==> config.mk <==
export PLATFORM = sky130hd
export DESIGN_NAME = ddr3_init_sequencer
export DESIGN_NICKNAME = d
export VERILOG_FILES = /design/src/rtl/ddr3_init_sequencer.sv
export SDC_FILE = /design/constraint.sdc
export NUM_CORES = 1
export LEC_CHECK = 0
export ABC_AREA = 1
export CAP_MARGIN = 20
export CORE_MARGIN = 4
export CORE_UTILIZATION = 50
export CTS_BUF_LIST = sky130_fd_sc_hd__clkbuf_8
export CTS_CLUSTER_DIAMETER = 30
export CTS_CLUSTER_SIZE = 8
export DETAILED_ROUTE_END_ITERATION = 12
export PLACE_DENSITY = 0.77
export SETUP_SLACK_MARGIN = 0.05
export SLEW_MARGIN = 10
export SYNTH_ARGS = -nofsm -noshare
export SYNTH_HDL_FRONTEND = slang
export SYNTH_SLANG_ARGS = --single-unit
==> constraint.sdc <==
create_clock -name ck -period 1.96 [get_ports ck]
set_clock_uncertainty 0.1 [all_clocks]
set_input_delay 0.588 -clock ck [delete_from_list [all_inputs] [get_ports ck]]
set_output_delay 0.588 -clock ck [all_outputs]
set_load 0.01 [all_outputs]
==> src/rtl/ddr3_init_sequencer.sv <==
// ddr3_init_sequencer
// DDR3 power-up / initialization sequencer. Drives the DRAM command pins
// through RESET# hold, CKE wait, tXPR, MR2/MR3/MR1/MR0 loads and ZQCL, one
// rank at a time, and then raises the sticky init_done and hands the bus back
// to the controller core.
//
// Optional build macro DDR3_INIT_SIM_SHORT_EN: when defined, the RESET# hold
// and CKE wait are each forced to 16 cycles so simulations skip the long
// power-up delays. All other timings come from the parameters.
//
// Handshake: none. The block free-runs from the release of rst. Each command
// ({ras,cas,we} != 111) is valid for exactly one clock cycle. The core must not
// drive the command bus until init_done is high.
//
// Timing convention: the down-counter is loaded with T on each state/command
// transition and the transition it guards happens on the edge where it reads
// 1. So an event scheduled T cycles after another appears on the registered
// outputs exactly T clock edges later.
module ddr3_init_sequencer #(
    parameter int NUM_CS       = 1,
    parameter int BA_BITS      = 3,
    parameter int ADDR_BITS    = 14,
    parameter int T_RESET_CYC  = 40000,
    parameter int T_CKE_CYC    = 100000,
    parameter int T_XPR_CYC    = 64,
    parameter int T_MRD_CYC    = 4,
    parameter int T_MOD_CYC    = 12,
    parameter int T_ZQINIT_CYC = 512,
    parameter logic [ADDR_BITS-1:0] MR0_VAL = '0,
    parameter logic [ADDR_BITS-1:0] MR1_VAL = '0,
    parameter logic [ADDR_BITS-1:0] MR2_VAL = '0,
    parameter logic [ADDR_BITS-1:0] MR3_VAL = '0
) (
    input  logic                                          ck,
    input  logic                                          rst,
    output logic                                          mem_rst_n,
    output logic                                          mem_cke,
    output logic [NUM_CS-1:0]                             mem_cs_n,
    output logic                                          mem_ras_n,
    output logic                                          mem_cas_n,
    output logic                                          mem_we_n,
    output logic [BA_BITS-1:0]                            mem_ba,
    output logic [ADDR_BITS-1:0]                          mem_addr,
    output logic                                          mem_odt,
    output logic                                          init_done,
    output logic [((NUM_CS > 1) ? $clog2(NUM_CS) : 1)-1:0] cur_rank
);

    localparam int RANK_W = (NUM_CS > 1) ? $clog2(NUM_CS) : 1;

`ifdef DDR3_INIT_SIM_SHORT_EN
    localparam int EFF_RESET_CYC = 16;
    localparam int EFF_CKE_CYC   = 16;
`else
    localparam int EFF_RESET_CYC = T_RESET_CYC;
    localparam int EFF_CKE_CYC   = T_CKE_CYC;
`endif

    function automatic int max_i(input int a, input int b);
        return (a > b) ? a : b;
    endfunction

    localparam int T_MAX = max_i(max_i(max_i(EFF_RESET_CYC, EFF_CKE_CYC),
                                       max_i(T_XPR_CYC, T_MRD_CYC)),
                                 max_i(T_MOD_CYC, T_ZQINIT_CYC));
    localparam int CNT_W = $clog2(T_MAX + 1);

    localparam logic [CNT_W-1:0]     CNT_ONE    = CNT_W'(1);
    localparam logic [CNT_W-1:0]     LD_RESET   = CNT_W'(EFF_RESET_CYC);
    localparam logic [CNT_W-1:0]     LD_CKE     = CNT_W'(EFF_CKE_CYC);
    localparam logic [CNT_W-1:0]     LD_XPR     = CNT_W'(T_XPR_CYC);
    localparam logic [CNT_W-1:0]     LD_MRD     = CNT_W'(T_MRD_CYC);
    localparam logic [CNT_W-1:0]     LD_MOD     = CNT_W'(T_MOD_CYC);
    localparam logic [CNT_W-1:0]     LD_ZQ      = CNT_W'(T_ZQINIT_CYC);
    localparam logic [RANK_W-1:0]    LAST_RANK  = RANK_W'(NUM_CS - 1);
    localparam logic [ADDR_BITS-1:0] ZQCL_ADDR  = ADDR_BITS'(1024);   // A10 = 1 (ZQ long)

    // {ras_n, cas_n, we_n}
    localparam logic [2:0] CMD_NOP  = 3'b111;
    localparam logic [2:0] CMD_MRS  = 3'b000;
    localparam logic [2:0] CMD_ZQCL = 3'b110;

    typedef enum logic [2:0] {
        ST_RESET_HOLD = 3'd0,
        ST_CKE_WAIT   = 3'd1,
        ST_XPR_WAIT   = 3'd2,
        ST_MRS        = 3'd3,
        ST_MOD_WAIT   = 3'd4,
        ST_ZQ_WAIT    = 3'd5,
        ST_DONE       = 3'd6
    } state_t;

    state_t                state_q, state_d;
    logic [CNT_W-1:0]      cnt_q, cnt_d;
    logic [1:0]            mr_idx_q, mr_idx_d;   // MRS commands already issued to this rank
    logic [RANK_W-1:0]     rank_q, rank_d;
    logic                  rst_n_q, rst_n_d;
    logic                  cke_q, cke_d;
    logic [NUM_CS-1:0]     cs_n_q, cs_n_d;
    logic [2:0]            cmd_q, cmd_d;
    logic [BA_BITS-1:0]    ba_q, ba_d;
    logic [ADDR_BITS-1:0]  addr_q, addr_d;
    logic                  odt_q;
    logic                  done_q, done_d;
    logic                  tick;
    logic                  sel_rank;

    assign tick = (cnt_q == CNT_ONE);

    // Next-state, counter reload and the one-cycle command for the next edge.
    always_comb begin
        state_d  = state_q;
        cnt_d    = (cnt_q > CNT_ONE) ? (cnt_q - CNT_ONE) : cnt_q;
        mr_idx_d = mr_idx_q;
        rank_d   = rank_q;
        cmd_d    = CMD_NOP;
        ba_d     = '0;
        addr_d   = '0;
        case (state_q)
            ST_RESET_HOLD: begin
                if (tick) begin
                    state_d = ST_CKE_WAIT;
                    cnt_d   = LD_CKE;
                end
            end
            ST_CKE_WAIT: begin
                if (tick) begin
                    state_d = ST_XPR_WAIT;
                    cnt_d   = LD_XPR;
                end
            end
            ST_XPR_WAIT: begin
                if (tick) begin
                    state_d  = ST_MRS;
                    cnt_d    = LD_MRD;
                    mr_idx_d = 2'd1;
                    cmd_d    = CMD_MRS;
                    ba_d     = BA_BITS'(2);
                    addr_d   = MR2_VAL;
                end
            end
            ST_MRS: begin
                if (tick) begin
                    cmd_d = CMD_MRS;
                    case (mr_idx_q)
                        2'd1: begin
                            ba_d   = BA_BITS'(3);
                            addr_d = MR3_VAL;
                        end
                        2'd2: begin
                            ba_d   = BA_BITS'(1);
                            addr_d = MR1_VAL;
                        end
                        default: begin
                            ba_d   = BA_BITS'(0);
                            addr_d = MR0_VAL;
                        end
                    endcase
                    if (mr_idx_q == 2'd3) begin
                        state_d = ST_MOD_WAIT;
                        cnt_d   = LD_MOD;
                    end else begin
                        mr_idx_d = mr_idx_q + 2'd1;
                        cnt_d    = LD_MRD;
                    end
                end
            end
            ST_MOD_WAIT: begin
                if (tick) begin
                    state_d = ST_ZQ_WAIT;
                    cnt_d   = LD_ZQ;
                    cmd_d   = CMD_ZQCL;
                    addr_d  = ZQCL_ADDR;
                end
            end
            ST_ZQ_WAIT: begin
                if (tick) begin
                    if (rank_q != LAST_RANK) begin
                        // Next rank starts its MR2 on the very cycle ZQinit expires.
                        rank_d   = rank_q + RANK_W'(1);
                        state_d  = ST_MRS;
                        cnt_d    = LD_MRD;
                        mr_idx_d = 2'd1;
                        cmd_d    = CMD_MRS;
                        ba_d     = BA_BITS'(2);
                        addr_d   = MR2_VAL;
                    end else begin
                        state_d = ST_DONE;
                    end
                end
            end
            ST_DONE: begin
                state_d = ST_DONE;
            end
            default: begin
                state_d = ST_RESET_HOLD;
                cnt_d   = LD_RESET;
            end
        endcase
    end

    // Pin levels that follow from the state being entered on the next edge.
    always_comb begin
        rst_n_d  = (state_d != ST_RESET_HOLD);
        cke_d    = (state_d != ST_RESET_HOLD) && (state_d != ST_CKE_WAIT);
        done_d   = (state_d == ST_DONE);
        sel_rank = (state_d == ST_MRS) || (state_d == ST_MOD_WAIT) || (state_d == ST_ZQ_WAIT);
        cs_n_d   = '1;
        for (int i = 0; i < NUM_CS; i++) begin
            cs_n_d[i] = !(sel_rank && (rank_d == RANK_W'(i)));
        end
    end

    // State, counter and registered output pins.
    always_ff @(posedge ck) begin
        if (rst) begin
            state_q  <= ST_RESET_HOLD;
            cnt_q    <= LD_RESET;
            mr_idx_q <= 2'd0;
            rank_q   <= '0;
            rst_n_q  <= 1'b0;
            cke_q    <= 1'b0;
            cs_n_q   <= '1;
            cmd_q    <= CMD_NOP;
            ba_q     <= '0;
            addr_q   <= '0;
            odt_q    <= 1'b0;
            done_q   <= 1'b0;
        end else begin
            state_q  <= state_d;
            cnt_q    <= cnt_d;
            mr_idx_q <= mr_idx_d;
            rank_q   <= rank_d;
            rst_n_q  <= rst_n_d;
            cke_q    <= cke_d;
            cs_n_q   <= cs_n_d;
            cmd_q    <= cmd_d;
            ba_q     <= ba_d;
            addr_q   <= addr_d;
            odt_q    <= 1'b0;     // termination stays off for the whole init
            done_q   <= done_d;
        end
    end

    assign mem_rst_n = rst_n_q;
    assign mem_cke   = cke_q;
    assign mem_cs_n  = cs_n_q;
    assign mem_ras_n = cmd_q[2];
    assign mem_cas_n = cmd_q[1];
    assign mem_we_n  = cmd_q[0];
    assign mem_ba    = ba_q;
    assign mem_addr  = addr_q;
    assign mem_odt   = odt_q;
    assign init_done = done_q;
    assign cur_rank  = rank_q;

endmodule

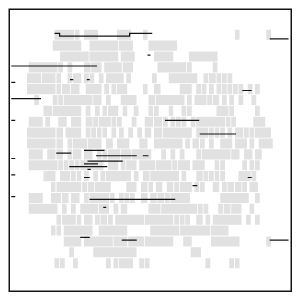
Fig. 1. Signal wires on met3.
Drawn at 4 px/micron.
- longest straight run: 21.2 microns
- nets with wire on the layer: 20

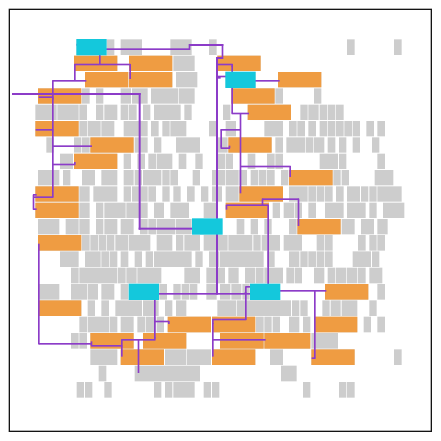
Fig. 2. Clock distribution.
Drawn at 6 px/micron.
- flip-flops: orange (count 32)
- clock wires: purple (length 405 microns)
- cells driving clock nets: cyan (count 5)
- routed clock nets: 6
Latency at later pin: 0.29 ns
Clock power frac: 37.0%
P_clk: 607 uW

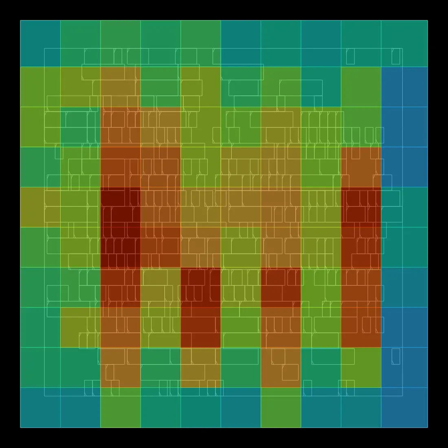
Fig. 3. Routing congestion map.
M3 GR Usage: 5.47%
GRT Util Overall: 18.1%
grt peak-use layer: met2

==> impl_metrics.tcl <==
# metrics dict for downstream scripts
set metrics [dict create \
    met2_length_mm 2.09 \
    cpPeakStageDelay_ns 0.33 \
    area_delta_synth_final_pct 20.8 \
    switching_share_pct 28.3 \
    flop_area_sq_um 642 \
    syn-cell-area_sq_um 1930 \
    max_freq_ghz 0.545 \
    syn_inst 287 \
    finalSetupTns_ns 0 \
    power_density_nw_per_um2 705 \
    crit_end "mem_rst_n" \
    insertedDiodeCount 0 \
    core_area_sq_um 3690 \
    crit_top_cell "nand2_2" \
    layout_top_cells "nand2_1, nor2_1, dfxtp_1" \
    sequentialPower_uw 728 \
    finalInstanceArea_sq_um 2330 \
    min-delay-path-class "reg -> reg" \
    edf_count 0 \
    fp_util_pct 52.3 \
    p_comb_uw 307 \
    dp_slack_ns 0.105 \
    worstRegToRegCells 14 \
    timing.rr.end "mem_rst_n" \
    hold_viol 0 \
    drv_cap 0 \
    setup_violations 0 \
    overflow 0 \
    logic_area_sq_um 1180 \
    die_y_microns 70.1 \
    rsz0062_at_grt "false" \
    path_depth 14 \
    internal-power_mw 1.18 \
    path_max_fanout 4 \
    peakVddDrop_v 0.000434 \
    ys_top_cells_by_count "nand2_1, nor2_1, dfxtp_1" \
    n_fill_cell 342 \
    top_area_cell "dfxtp_1" \
    cp_data_required_time_ns 2.04 \
    drt-total-wl_mm 4.29 \
    drc 0 \
    top_layer "met4" \
    slew_viol_final 0 \
    drive_gt1_share_pct 20.1 \
    port_buffers 12 \
    path_class "reg -> reg" \
    layout_top_cell "nand2_1" \
    crit_chain "inv_2 -> ha_4 -> inv_1 -> nor2_1 -> nand2_1 -> nor2_4 -> buf_6 -> nand3_2 -> nand2_2 -> nand2_2 -> nor2_4 -> nand2_2 -> nand2_2 -> nand2_1" \
    dr.pass1.iters 4 \
    final_util_pct 63.1 \
    ys_cells 287 \
    holdWs_ns 0.384 \
    ys_chip_area_sq_um 1930 \
    synth_flop_count 32 \
    power.group.top "sequential cells" \
    vias_per_cell 4.91 \
    met2_usage_pct 29.6 \
    worst_setup_path_start_kind "register" \
    p_seq_share_pct 44.3 \
    outcome "complete, no violations" \
    async_flop_share_pct 0 \
    gp_congestion 0.855 \
    path_clk_slew_ns 0.07 \
    tool_warnings 28 \
    cts_tree "done" \
    grt_use_met1_pct 21.6 \
    ys_types 31 \
    num_rows 22 \
    wl_met3_microns 155 \
    startpoint "cnt_q[1]" \
    regMostFlops "cnt_q" \
    dp_hpwl_mm 3.18 \
]
==> cells by family after synthesis <==
family | count (synthesis) | synth area share, %
XOR/XNOR | 12 | 5.45
buffers and inverters | 51 | 14.1
other | 1 | 0.194
AND/OR/NAND/NOR | 166 | 37.8
AND-OR/OR-AND | 20 | 6.03
adder cells (fa/ha/maj) | 5 | 3.24
flip-flops | 32 | 33.2
==> repair_timing <==
| action | 4_1_cts | 5_1_grt |
|---|---|---|
| endpoints found under the setup margin | 1 | 24 |
| setup buffers | 0 | 5 |
| gates resized | 1 | 29 |
| pin swaps | 0 | 12 |
| hold buffers | 0 | 0 |
==> final cells by class <==
class,count,area share (%)
multi-input combinational,218,50.6
inverter,32,5.37
sequential,32,27.6
clock buffer,5,2.96
tap,48,2.58
clock inverter,3,1.67
timing repair buffer,24,9.30
Power figures rest on the tool's default switching activity, not on a simulated workload.
